Fig. 1: placed standard cells
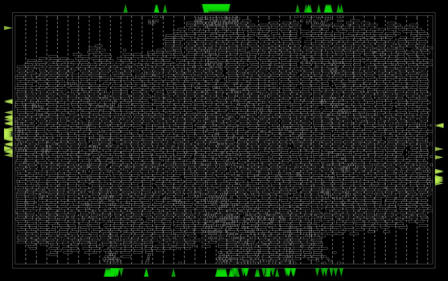
Fig. 2: cells colored by class
Drawn at 1 px/um.
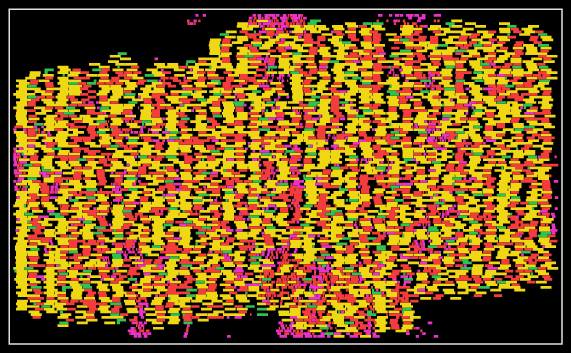
Fig. 3: routed metal, one color a layer
Drawn at 1 px/um. Only two layers are drawn.
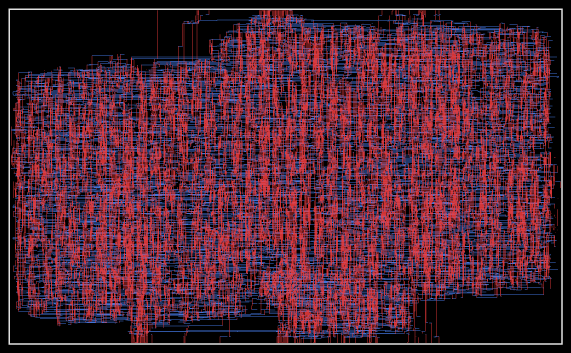
`src/rtl/dcache_ctrl.sv`:
```
// dcache_ctrl: direct-mapped, write-back, write-allocate data cache controller.
// Hits are served in the request cycle from internal tag/data registers. A miss
// writes back a dirty victim line, refills the line from the BRAM port, and then
// lets the still-held request complete as an ordinary hit.
`timescale 1ns/1ps
module dcache_ctrl #(
    parameter int ADDR_WIDTH  = 11,
    parameter int INDEX_BITS  = 4,
    parameter int OFFSET_BITS = 2
) (
    input  logic                  clk,
    input  logic                  rst,
    input  logic                  cpu_req,
    input  logic [3:0]            cpu_we,
    input  logic [ADDR_WIDTH-1:0] cpu_addr,
    input  logic [31:0]           cpu_wdata,
    output logic [31:0]           cpu_rdata,
    output logic                  cpu_ready,
    output logic                  mem_en,
    output logic [3:0]            mem_we,
    output logic [ADDR_WIDTH-1:0] mem_addr,
    output logic [31:0]           mem_din,
    input  logic [31:0]           mem_dout
);

    localparam int TAG_BITS  = ADDR_WIDTH - INDEX_BITS - OFFSET_BITS;
    localparam int LINE_BITS = ADDR_WIDTH - OFFSET_BITS;
    localparam int LINES     = 1 << INDEX_BITS;
    localparam int WORDS     = 1 << OFFSET_BITS;

    localparam logic [1:0] IDLE        = 2'd0;
    localparam logic [1:0] WRITEBACK   = 2'd1;
    localparam logic [1:0] REFILL      = 2'd2;
    localparam logic [1:0] REFILL_LAST = 2'd3;

    localparam logic [OFFSET_BITS-1:0] LAST_WORD = '1;
    localparam logic [OFFSET_BITS-1:0] ONE       = {{(OFFSET_BITS-1){1'b0}}, 1'b1};

    logic [1:0]             state;
    logic [OFFSET_BITS-1:0] counter;
    logic [LINE_BITS-1:0]   miss_line;

    logic [LINES-1:0]       valid;
    logic [LINES-1:0]       dirty;
    logic [TAG_BITS-1:0]    tags [LINES];
    logic [31:0]            data [LINES][WORDS];

    logic [TAG_BITS-1:0]    req_tag;
    logic [INDEX_BITS-1:0]  req_index;
    logic [OFFSET_BITS-1:0] req_offset;
    logic [TAG_BITS-1:0]    miss_tag;
    logic [INDEX_BITS-1:0]  miss_index;
    logic                   hit;
    logic                   store_hit;
    logic                   miss_start;

    assign req_tag    = cpu_addr[ADDR_WIDTH-1 -: TAG_BITS];
    assign req_index  = cpu_addr[OFFSET_BITS +: INDEX_BITS];
    assign req_offset = cpu_addr[OFFSET_BITS-1:0];

    // The miss only needs tag and index; the word offset is walked by the counter.
    assign miss_tag   = miss_line[LINE_BITS-1 -: TAG_BITS];
    assign miss_index = miss_line[INDEX_BITS-1:0];

    assign hit        = cpu_req & valid[req_index] & (tags[req_index] == req_tag);
    assign cpu_ready  = (state == IDLE) & hit;
    assign cpu_rdata  = cpu_ready ? data[req_index][req_offset] : 32'd0;
    assign store_hit  = cpu_ready & (|cpu_we);
    assign miss_start = (state == IDLE) & cpu_req & ~hit;

    // BRAM port drive: victim words out during WRITEBACK, line reads during REFILL.
    always_comb begin
        mem_en   = 1'b0;
        mem_we   = 4'h0;
        mem_addr = '0;
        mem_din  = 32'd0;
        case (state)
            WRITEBACK: begin
                mem_en   = 1'b1;
                mem_we   = 4'hF;
                mem_addr = {tags[miss_index], miss_index, counter};
                mem_din  = data[miss_index][counter];
            end
            REFILL: begin
                mem_en   = 1'b1;
                mem_addr = {miss_tag, miss_index, counter};
            end
            default: ;
        endcase
    end

    // Control state: FSM, word counter, latched miss line and per-line valid/dirty.
    always_ff @(posedge clk or posedge rst) begin
        if (rst) begin
            state     <= IDLE;
            counter   <= '0;
            miss_line <= '0;
            valid     <= '0;
            dirty     <= '0;
        end else begin
            case (state)
                IDLE: begin
                    if (miss_start) begin
                        miss_line <= cpu_addr[ADDR_WIDTH-1:OFFSET_BITS];
                        counter   <= '0;
                        state     <= (valid[req_index] & dirty[req_index]) ? WRITEBACK : REFILL;
                    end else if (store_hit) begin
                        dirty[req_index] <= 1'b1;
                    end
                end
                WRITEBACK: begin
                    counter <= counter + ONE;
                    if (counter == LAST_WORD) begin
                        state <= REFILL;
                    end
                end
                REFILL: begin
                    counter <= counter + ONE;
                    if (counter == LAST_WORD) begin
                        state <= REFILL_LAST;
                    end
                end
                REFILL_LAST: begin
                    valid[miss_index] <= 1'b1;
                    dirty[miss_index] <= 1'b0;
                    state             <= IDLE;
                end
                default: state <= IDLE;
            endcase
        end
    end

    // Line storage: store-hit byte merges, and refill capture one cycle behind each read.
    always_ff @(posedge clk) begin
        if (store_hit) begin
            for (int i = 0; i < 4; i++) begin
                if (cpu_we[i]) begin
                    data[req_index][req_offset][i*8 +: 8] <= cpu_wdata[i*8 +: 8];
                end
            end
        end
        if (state == REFILL && counter != '0) begin
            data[miss_index][counter - ONE] <= mem_dout;
        end
        if (state == REFILL_LAST) begin
            data[miss_index][LAST_WORD] <= mem_dout;
            tags[miss_index]            <= miss_tag;
        end
    end

endmodule

```
`config.mk`:
```
export PLATFORM = sky130hd
export DESIGN_NAME = dcache_ctrl
export DESIGN_NICKNAME = d
export VERILOG_FILES = /design/src/rtl/dcache_ctrl.sv
export SDC_FILE = /design/constraint.sdc
export NUM_CORES = 2
export LEC_CHECK = 0
export CAP_MARGIN = 20
export CORE_ASPECT_RATIO = 0.6
export CORE_MARGIN = 3
export CORE_UTILIZATION = 57
export DETAILED_ROUTE_END_ITERATION = 16
export GPL_ROUTABILITY_DRIVEN = 0
export PLACE_DENSITY = 0.77
export SLEW_MARGIN = 5
export SYNTH_ARGS = -nofsm -noshare
export SYNTH_HDL_FRONTEND = slang
export SYNTH_SLANG_ARGS = --single-unit
export TNS_END_PERCENT = 10
```
`constraint.sdc`:
```
create_clock -name clk -period 7.2 [get_ports clk]
set_input_delay 2.16 -clock clk [delete_from_list [all_inputs] [get_ports clk]]
set_output_delay 2.16 -clock clk [all_outputs]
set_load 0.01 [all_outputs]
```
==> changes_impl.md <==
### Metrics

- Status: complete, but fails checks
- Violated checks: negative setup slack
- Drt drc: 0
- Post-Synth Adder-Cell Area: 0.00135
- Area grow syn2layout: 14.6%
- Routed wl met3: 50400 um
- FP Rows: approximately 120
- Die Wd: 551 um
- Count of tool warnings: 37
- Max-slew headroom: 0.271
- Switching power total: 14.6 mW
- Post-synth ARST share: 0.0207
- Detailed Place HPWL: 192000 um
- Req. time, crit path: 5.04 ns
- Dominant synthesized flop cell: edfxtp_1
- Metal-1 WL: ~110000 um
- Synth Area in Compound Gates: 0.00747
- Worst r2r src: counter[1]$_DFFE_PP0P_
- Internal: 29.2 mW
- WL met2: 132000 um
- Die height: 333 um
- Post-synth EDFFs: 2128
- Comb group: 15.4 mW
- Clk root buf: clkbuf_16
- # H-tree levels: 4
- Crit path from: cpu_addr[2]
- Fmax achieved: roughly 0.14 GHz
- RSZ-0062 raised after global routing: yes
- Hold path depth: 1
- HP Start: valid[11]$_DFFE_PP0P_
- First-pass GRT wire length: 430000 um
- Worst R2R Setup Slack: between 1 and 1.5 ns
- Clock buffer depth: 4
- Buffers added on ports: 162
- Slew Viols, Final: 0
- Hold Violations, Final: 0
- CTS Sinks: ~2200
- DR pass1 iterations: 5
- Fin crit share: 1.01
- Via density: 7.48
- Setup violators final: 7
- Final nets: 5202
- Congestion Overflow GR: 0
- Warnings from Yosys: 0
- Clk ins delay skew pair: around 0.85 ns
- Placed cell area: roughly 110000 sq um
- Distinct cells, synth: 51
- Register-to-Register Path Depth: 7
- Number of max-cap violations: 0
- Worst Max-Slew Pin Slew: 1.09 ns
- Largest net degree at the start of global routing: between 70 and 80
- Critical path capture point type: output pin
- Crit Path Max Fanout: 18
- Stages on the worst setup path: 9
- Hold EP: valid[11]$_DFFE_PP0P_
- Cell area after synthesis: 102000 sq um
- Pleak: 36.9 nW
- Antenna violations before repair: 17
- Worst Path Arrival: 5.15 ns
- Top Layout Cells: edfxtp_1 (2128), mux4_2 (1392), buf_4 (371)
- Clock Pin Slew Worst Setup and Hold Paths: roughly 0.060 ns
- Pwr top: registers
- DR iter-0 viols: about 9900
- Registers, synthesis: 2173
- WS Path Type: primary input to output pin
- Cts hold-fix bufs: 0
- Pre-CTS setup slack: -0.269 ns
- Clock share of power: 0.249
- DIE AREA: 184000 sq um
- Reg2Reg Capture Point: data[12][68]$_DFFE_PP_
- Min cycle time layout: 7.31 ns
- CP Capture Point: cpu_rdata[27]
- Mean Syn Cell Area: 21.9 sq um
- Top cell excl fill/tap: edfxtp_1
- Pwr dens: around 380 nW/um^2
- Simple-Gate Fraction of Synth Area: 0.0240
- Met2 usage: 0.466
- Yosys Instances: 4644
- Sw frac: 0.333
- GR peak layer: met1
- Combinational Power Share: 0.350
- Placed insts: 7241
- CTS tree: built
- Syn_nets: 4737
- Worst stage delay on the critical path: 0.52 ns
- Chip area in the Yosys report: ~100000 sq um
- Global Route met3 Usage: 0.124
- P_clk: 10.9 mW
- Slowest CP cell: mux4_2
- Setup TNS: -0.505 ns
- Seq pwr share: 0.401
- Fp util: 0.577
- Antenna viol nets, final: 0
- Met1 Resource Use GR: 0.495
- DR top layer: met5
- Cell count after synthesis: 4644
- Worst Path Buf+Inv: 5
- Worst hold path type: flop to flop
- Seq. pwr: 17.6 mW
- I/O pin count: 163
- Largest logic family: multiplexers
- Fillers: between 10000 and 15000
- Vias in the first global route: 56800
- PnR worst setup slack: -0.108 ns
- TritonCTS buffer count: about 200
-- Fig. 1 (at the start) --
core area: 176000 sq um
final non-filler cell total: 7627

-- Fig. 2 (at the start) --
color	class	cells	share of their area
yellow	registers	2173	57%
red	remaining logic cells	2087	31%
green	clock drivers and dummy loads	358	5.7%
magenta	remaining buffers and delay cells	647	6.0%
post-layout util: 0.661
Final Cell Area: 117000 sq um

-- Fig. 3 (at the start) --
color	layer	wire length
blue	M1	107 mm
red	M2	132 mm
Total GRT Usage: 0.331
total number of vias: 57000
DR WL/cell: 39.3 um
total wire length: 300000 um

per-stage QoR:
step                      hold WS, ns  power (mW)
after floorplan                 0.429        26.5
after global placement          0.447        32.3
after detailed placement        0.455        32.7
after CTS                       0.472        43.6
after global routing            0.490        45.0
final                           0.475        43.9
sequential cells by signal (all words and copies together), names as in the netlist:
signal     cells
miss_line      9
dirty         16
tags          80
counter        2
valid         16
state          2
data        2048
layout make-up:
type                            instances  area (sq um)  area share
Inverter                               16          61.3    0.000526
Clock inverter                        119          1270      0.0109
Sequential cell                      2173         65000       0.558
Tap cell                             2359          2950      0.0253
Multi-Input combinational cell       2071         35200       0.302
Timing Repair Buffer                  647          6810      0.0584
Clock buffer                          239          5260      0.0451
Antenna cell                            3          7.51   0.0000644
repair_timing:
| action | 4_1_cts | 5_1_grt |
|---|---|---|
| pin swaps | 2 | 2 |
| gates cloned | 3 | 0 |
| buffers inserted | 13 | 0 |
| resized | 37 | 19 |
| endpoints found under the hold margin | 0 | 0 |
| endpoints found under the setup margin | 33 | 18 |
cells in the mapped netlist, types with 3 or more instances:
library cell  number  area (sq um)
o21ai_0           20           100
xor2_1             3          26.3
buf_4              3          22.5
o22ai_1            4          25.0
a31oi_4           14           298
nor3_1            10          50.1
mux2_2            16           180
inv_1             14          52.6
a22oi_1            5          37.5
and2_1            68           425
nor2_1           277          1040
or2_2             14          87.6
buf_2             25           125
mux2i_1           14           140
or3_1              6          37.5
clkbuf_1         253           950
nand2b_1          17           106
nand3_1           14          70.1
buf_6             13           146
ha_1              11           138
buf_1             88           330
edfxtp_1        2128         63900
and2_0             3          18.8
mux4_2          1392         31400
o31ai_1           27           203
nand2_1          130           488
dfrtp_1           45          1130
No activity file was given, so power comes from the tool's default toggle rates.
